==> src/rtl/fetch_unit_if.sv <==
// Handshake bundle between fetch_unit, instruction memory, execute (redirect) and decode.
// The master modport is the fetch unit's view.
interface fetch_unit_if;
    logic        imem_req_valid;
    logic        imem_req_ready;
    logic [31:0] imem_addr;
    logic        imem_resp_valid;
    logic [31:0] imem_resp_data;
    logic        redirect_valid;
    logic [31:0] redirect_pc;
    logic        instr_valid;
    logic        instr_ready;
    logic [31:0] instr;
    logic [31:0] instr_pc;
    logic        instr_fault;

    modport master (
        output imem_req_valid, imem_addr,
        input  imem_req_ready, imem_resp_valid, imem_resp_data,
        input  redirect_valid, redirect_pc,
        output instr_valid, instr, instr_pc, instr_fault,
        input  instr_ready
    );

    modport slave (
        input  imem_req_valid, imem_addr,
        output imem_req_ready, imem_resp_valid, imem_resp_data,
        output redirect_valid, redirect_pc,
        input  instr_valid, instr, instr_pc, instr_fault,
        output instr_ready
    );
endinterface

==> src/rtl/fetch_unit.sv <==
// Decoupled fetch stage: sequential word fetch with credit-limited issue, in-order
// prefetch queue toward decode, and redirect flush that drops stale in-flight responses.
module fetch_unit #(
    parameter logic [31:0] RESET_PC = 32'h0100_0000,
    parameter int          DEPTH    = 4
) (
    input  logic          clk,
    input  logic          reset_n,
    fetch_unit_if.master  bus
);
    localparam int AW = $clog2(DEPTH);
    localparam int CW = AW + 1;

    logic [31:0]             fetch_pc_q, fetch_pc_d;
    logic [31:0]             resp_pc_q, resp_pc_d;
    logic [CW-1:0]           outst_q, outst_d;
    logic [CW-1:0]           drop_q, drop_d;
    logic [CW-1:0]           count_q, count_d;
    logic [AW-1:0]           rd_ptr_q, rd_ptr_d;
    logic [AW-1:0]           wr_ptr_q, wr_ptr_d;
    logic [DEPTH-1:0][31:0]  data_q, data_d;
    logic [DEPTH-1:0][31:0]  pc_q, pc_d;

    logic          req_fire, resp_fire, push, pop;
    logic [CW:0]   credit_used;
    logic [31:0]   target_pc;

    always_comb begin
        credit_used = {1'b0, outst_q} + {1'b0, count_q};
        target_pc   = bus.redirect_pc & ~32'h3;

        bus.imem_req_valid = reset_n && !bus.redirect_valid && (credit_used < (CW+1)'(DEPTH));
        bus.imem_addr      = fetch_pc_q;
        bus.instr_valid    = (count_q != '0) && !bus.redirect_valid;
        bus.instr          = data_q[rd_ptr_q];
        bus.instr_pc       = pc_q[rd_ptr_q];
        bus.instr_fault    = (data_q[rd_ptr_q] == 32'hbadbadff);

        req_fire  = bus.imem_req_valid && bus.imem_req_ready;
        resp_fire = bus.imem_resp_valid;
        pop       = bus.instr_valid && bus.instr_ready;
        push      = resp_fire && (drop_q == '0) && !bus.redirect_valid;

        fetch_pc_d = fetch_pc_q;
        resp_pc_d  = resp_pc_q;
        drop_d     = drop_q;
        count_d    = count_q;
        rd_ptr_d   = rd_ptr_q;
        wr_ptr_d   = wr_ptr_q;
        data_d     = data_q;
        pc_d       = pc_q;
        outst_d    = outst_q + CW'(req_fire) - CW'(resp_fire);

        if (bus.redirect_valid) begin
            // Everything still in flight (including earlier pending drops) belongs to the old stream.
            fetch_pc_d = target_pc;
            resp_pc_d  = target_pc;
            drop_d     = outst_q - CW'(resp_fire);
            count_d    = '0;
            rd_ptr_d   = '0;
            wr_ptr_d   = '0;
        end else begin
            if (req_fire)
                fetch_pc_d = fetch_pc_q + 32'd4;
            if (resp_fire && (drop_q != '0))
                drop_d = drop_q - 1'b1;
            // Surviving responses are the current stream in order, so their pc is a running counter.
            if (push) begin
                data_d[wr_ptr_q] = bus.imem_resp_data;
                pc_d[wr_ptr_q]   = resp_pc_q;
                wr_ptr_d         = wr_ptr_q + 1'b1;
                resp_pc_d        = resp_pc_q + 32'd4;
            end
            if (pop)
                rd_ptr_d = rd_ptr_q + 1'b1;
            count_d = count_q + CW'(push) - CW'(pop);
        end
    end

    always_ff @(posedge clk or negedge reset_n) begin
        if (!reset_n) begin
            fetch_pc_q <= RESET_PC;
            resp_pc_q  <= RESET_PC;
            outst_q    <= '0;
            drop_q     <= '0;
            count_q    <= '0;
            rd_ptr_q   <= '0;
            wr_ptr_q   <= '0;
            data_q     <= '0;
            pc_q       <= '0;
        end else begin
            fetch_pc_q <= fetch_pc_d;
            resp_pc_q  <= resp_pc_d;
            outst_q    <= outst_d;
            drop_q     <= drop_d;
            count_q    <= count_d;
            rd_ptr_q   <= rd_ptr_d;
            wr_ptr_q   <= wr_ptr_d;
            data_q     <= data_d;
            pc_q       <= pc_d;
        end
    end
endmodule

==> src/flat_wrapper.sv <==
// flat-port wrapper written by rule: the top's interface ports become plain ports
module fetch_unit_flat 
#(
    parameter logic [31:0] RESET_PC = 32'h0100_0000,
    parameter int          DEPTH    = 4
)
  (clk, reset_n, bus_imem_req_valid, bus_imem_addr, bus_imem_req_ready, bus_imem_resp_valid, bus_imem_resp_data, bus_redirect_valid, bus_redirect_pc, bus_instr_valid, bus_instr, bus_instr_pc, bus_instr_fault, bus_instr_ready);
  fetch_unit_if bus_i ();
  input  logic clk;
  input  logic reset_n;
  output wire logic [$bits(bus_i.imem_req_valid)-1:0] bus_imem_req_valid;
  output wire logic [$bits(bus_i.imem_addr)-1:0] bus_imem_addr;
  input wire logic [$bits(bus_i.imem_req_ready)-1:0] bus_imem_req_ready;
  input wire logic [$bits(bus_i.imem_resp_valid)-1:0] bus_imem_resp_valid;
  input wire logic [$bits(bus_i.imem_resp_data)-1:0] bus_imem_resp_data;
  input wire logic [$bits(bus_i.redirect_valid)-1:0] bus_redirect_valid;
  input wire logic [$bits(bus_i.redirect_pc)-1:0] bus_redirect_pc;
  output wire logic [$bits(bus_i.instr_valid)-1:0] bus_instr_valid;
  output wire logic [$bits(bus_i.instr)-1:0] bus_instr;
  output wire logic [$bits(bus_i.instr_pc)-1:0] bus_instr_pc;
  output wire logic [$bits(bus_i.instr_fault)-1:0] bus_instr_fault;
  input wire logic [$bits(bus_i.instr_ready)-1:0] bus_instr_ready;
  assign bus_imem_req_valid = bus_i.imem_req_valid;
  assign bus_imem_addr = bus_i.imem_addr;
  assign bus_i.imem_req_ready = bus_imem_req_ready;
  assign bus_i.imem_resp_valid = bus_imem_resp_valid;
  assign bus_i.imem_resp_data = bus_imem_resp_data;
  assign bus_i.redirect_valid = bus_redirect_valid;
  assign bus_i.redirect_pc = bus_redirect_pc;
  assign bus_instr_valid = bus_i.instr_valid;
  assign bus_instr = bus_i.instr;
  assign bus_instr_pc = bus_i.instr_pc;
  assign bus_instr_fault = bus_i.instr_fault;
  assign bus_i.instr_ready = bus_instr_ready;
  fetch_unit #(.RESET_PC(RESET_PC), .DEPTH(DEPTH)) u_core (.clk(clk), .reset_n(reset_n), .bus(bus_i));
endmodule
==> config.mk <==
export PLATFORM = sky130hd
export DESIGN_NAME = fetch_unit_flat
export DESIGN_NICKNAME = d
export VERILOG_FILES = /design/src/rtl/fetch_unit_if.sv /design/src/rtl/fetch_unit.sv /design/src/flat_wrapper.sv
export SDC_FILE = /design/constraint.sdc
export NUM_CORES = 1
export LEC_CHECK = 0
export ABC_AREA = 1
export ABC_CLOCK_PERIOD_IN_PS = 5800
export CORE_AREA = 2 2 214 258
export DETAILED_ROUTE_END_ITERATION = 10
export DIE_AREA = 0 0 216 260
export GPL_TIMING_DRIVEN = 0
export HOLD_SLACK_MARGIN = 0.05
export PLACE_DENSITY_LB_ADDON = 0.12
export SETUP_SLACK_MARGIN = 0.1
export SYNTH_ARGS = -nofsm -noshare
export SYNTH_HDL_FRONTEND = slang
export SYNTH_SLANG_ARGS = --single-unit
==> constraint.sdc <==
create_clock -name clk -period 5.8 [get_ports clk]
set_input_delay 1.16 -clock clk [delete_from_list [all_inputs] [get_ports clk]]
set_output_delay 1.16 -clock clk [all_outputs]
set_load 0.03 [all_outputs]
### Register map, names as in the netlist, run 1

Other sequential cells in the stronger grey, the rest of the logic in the fainter grey.
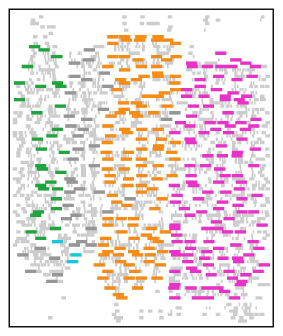
- u_core.pc_q: orange (flops 120; where a column down the middle)
- u_core.data_q: magenta (flops 128)
- u_core.bus.imem_addr: green (flops 30)
- u_core.drop_q: cyan (flops 3)
- not coloured: 40

### Clock routing, run 1

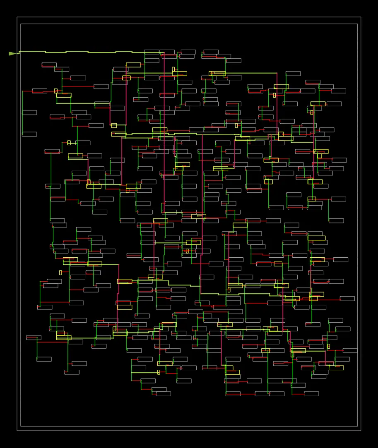
registers: 321
Sink Count: 321

### Pin map, run 1

Pins as bars across the die edge, other pins in grey.
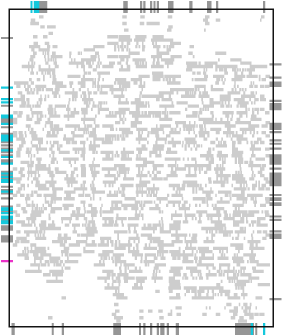
- bus_imem_req_ready: magenta (pins 1; direction input; edge west)
- bus_imem_addr: cyan (pins 32; direction output; edge 25 west, 5 north, 2 south)
- all pins by edge: 57 west, 45 east, 37 south, 30 north

==> flow_metrics.env, run 1 <==
# yosys + openroad results
export IMPL_status="finished, final reports clean"
export IMPL_topCombFamilyByArea="simple AND/OR/NAND/NOR gates"
export IMPL_avgSynthCellArea_um2=7.72
export IMPL_setup_viol=0
export IMPL_wl_mm=57.5
export IMPL_finalCritPeriodShare_pct=81.9
export IMPL_crit_arrival_ns=3.59
export IMPL_worstSetupEndpoint="bus_instr_pc[12]"
export IMPL_fin_skew_ns=0.0135
export IMPL_ios=169
export IMPL_synth_top_cell_area_share_pct=50.1
export IMPL_warnings=36
export IMPL_fin_crit_ns=4.75
export IMPL_cts_path_max_buffers=3
export IMPL_comb_power_uw=3580
export IMPL_cts_tree="yes"
export IMPL_critPathLaunchType="flip-flop"
export IMPL_ctsHoldBuffers=0
export IMPL_antenna_found_initial=0
export IMPL_crit_path_cell_trace="clkinv_1, clkbuf_1, clkbuf_1, o21ai_0, o22ai_1, clkdlybuf4s50_1"
export IMPL_max_freq_ghz=0.210
export IMPL_rr_worst_depth=11
export IMPL_grt_pass1_wl_mm=88.2
export IMPL_die_w_um=216
export IMPL_timing_rr_start="u_core.drop_q[0]$_DFFE_PN0P_"
export IMPL_ys_types=38
export IMPL_grt_overflow=0
export IMPL_combPwrFrac_pct=39.7
export IMPL_cpMostUsedCell="clkbuf_1"
export IMPL_grt_max_degree=113
export IMPL_power_switching_uw=3630
export IMPL_clkLatencyLatePin_ns=0.56
export IMPL_min_delay_start="u_core.pc_q[55]$_DFFE_PN0P_"
export IMPL_coreArea_um2=53500
export IMPL_drt_iter0_markers=1011
export IMPL_ff_type="dfrtp_1"
export IMPL_postSynthSeqShare_pct=50.5
export IMPL_detail_route_antenna_nets=0
export IMPL_routed_via_density=4.84
export IMPL_numCtsBuffers=40
export IMPL_finalSetupTns_ns=0
export IMPL_drive_above_1_share_pct=6.35
export IMPL_synth_adder_area_share_pct=1.51
export IMPL_numPlacedInstances=2943
export IMPL_max_slew_margin_pct=38.8
export IMPL_largest_area_cell="dfrtp_1"
export IMPL_slowest_stage="clkdlybuf4s50_1"
export IMPL_cts_setup_buffers=0
export IMPL_p_int_uw=5410
export IMPL_largest_register="u_core.data_q"
export IMPL_synthAoiAreaFrac_pct=13.9
export IMPL_largest_class="sequential cells"
export IMPL_end_kind="primary output"
export IMPL_ys_cells=2063
export IMPL_fp_dieH_um=260
export IMPL_largest_register_ffs=128
export IMPL_p_clk_uw=2450
export IMPL_finalPower_uw=9030
export IMPL_die_area_um2=56200
export IMPL_p_leak_uw=0.00922
export IMPL_power_frac_seq_pct=33.2
export IMPL_crit_buf_inv=4
export IMPL_sh_comb_area_pct=33.7
export IMPL_seq_area_um2=8040
export IMPL_hpwl_mm=41.0
export IMPL_area_delta_synth_final_pct=24.4
export IMPL_p_clk_share_pct=27.2
export IMPL_drv_cap=0
==> inputs of run 2 (changes only) <==
Settings changed: ABC_CLOCK_PERIOD_IN_PS 5800 to 4200.
Clock period 5.8 ns to 4.2 ns, I/O delays scaled along.
### Clock routing, run 2

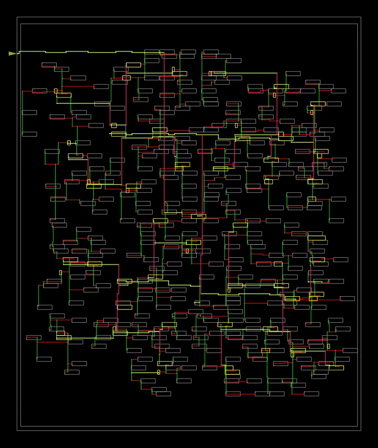
clk_buf instances: 60
Power Clock: 3390 uW
clk_lat worst skew: 0.56 ns
CTS buffer count: 40
Clock Skew: 0.0153 ns

### Wiring by layer, run 2

Scale bar: 50 um.
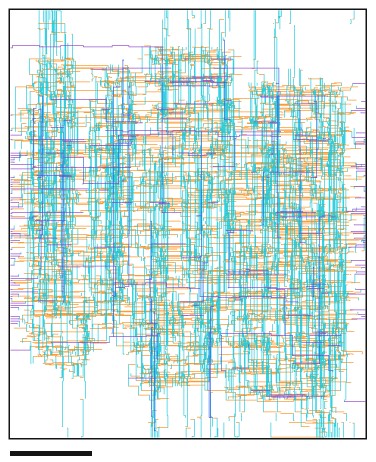
- M2: cyan (wire length 28.7 mm)
- M3: purple (wire length 2670 um)
- M1: orange (wire length 24.1 mm)
- M4: blue (wire length 1910 um)

### Clock network drawn from the DEF, run 2

Scale bar: 50 um.
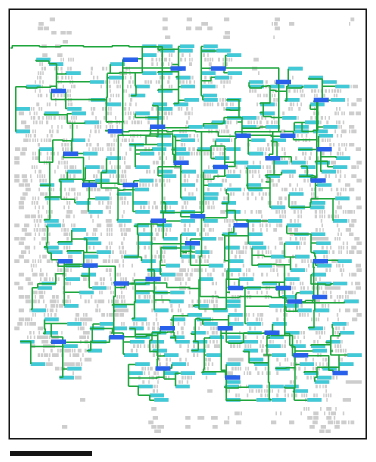
- flip-flops: cyan (count 321)
- clock wires: green (length 5020 um)
- clock-net drivers: blue (count 40)
- flops lie: spread over the die
clock power share: 27.2%

==> run 2 against run 1 <==
  * Non-clock buffer count did not move
  * Setup slack got worse by 0.83 ns
  * Clock skew rose by 0.0019 ns
  * Critical path type unchanged
  * Synthesized cell count did not move
  * Critical path depth rose by 1
  * First-iteration DRC count rose by 4.0%
  * Register-to-register slack got worse by 1.6 ns
  * Clock power rose by 38%
  * Utilization rose by 0.098 points
  * Cell count did not move
  * Combinational power rose by 38%
  * Sequential cell count did not move
==> flow_metrics.env, run 2 <==
# yosys + openroad results
export IMPL_status="finished, final reports clean"
export IMPL_max_slew_margin_pct=44.5
export IMPL_topCombFamilyByArea="simple AND/OR/NAND/NOR gates"
export IMPL_crit_arrival_ns=3.14
export IMPL_power_switching_uw=5000
export IMPL_grt_pass1_wl_mm=88.2
export IMPL_detail_route_antenna_nets=0
export IMPL_cts_path_max_buffers=3
export IMPL_antenna_found_initial=1
export IMPL_finalPower_uw=12500
export IMPL_finalCritPeriodShare_pct=94.8
export IMPL_grt_max_degree=113
export IMPL_cts_setup_buffers=0
export IMPL_area_delta_synth_final_pct=24.7
export IMPL_fin_crit_ns=3.98
export IMPL_critPathLaunchType="flip-flop"
export IMPL_routed_via_density=4.86
export IMPL_wl_mm=57.4
export IMPL_ff_type="dfrtp_1"
export IMPL_synth_top_cell_area_share_pct=50.1
export IMPL_combPwrFrac_pct=39.6
export IMPL_crit_buf_inv=5
export IMPL_seq_area_um2=8040
export IMPL_largest_area_cell="dfrtp_1"
export IMPL_die_area_um2=56200
export IMPL_cts_tree="yes"
export IMPL_hpwl_mm=41.0
export IMPL_clock_sinks=321
export IMPL_flop_count=321
export IMPL_largest_register="u_core.data_q"
export IMPL_numPlacedInstances=2943
export IMPL_setup_viol=0
export IMPL_avgSynthCellArea_um2=7.72
export IMPL_drt_iter0_markers=1051
export IMPL_drive_above_1_share_pct=7.08
export IMPL_ys_types=38
export IMPL_finalSetupTns_ns=0
export IMPL_crit_path_cell_trace="inv_1, buf_4, buf_2, clkbuf_2, nor2_1, o22ai_1, clkdlybuf4s50_1"
export IMPL_comb_power_uw=4940
export IMPL_ctsHoldBuffers=0
export IMPL_drv_cap=0
export IMPL_postSynthSeqShare_pct=50.5
export IMPL_coreArea_um2=53500
export IMPL_end_kind="primary output"
export IMPL_worstSetupEndpoint="bus_instr_pc[3]"
export IMPL_slowest_stage="clkdlybuf4s50_1"
export IMPL_warnings=37
export IMPL_synth_adder_area_share_pct=1.51
No activity file was given, so power comes from the tool's default toggle rates.
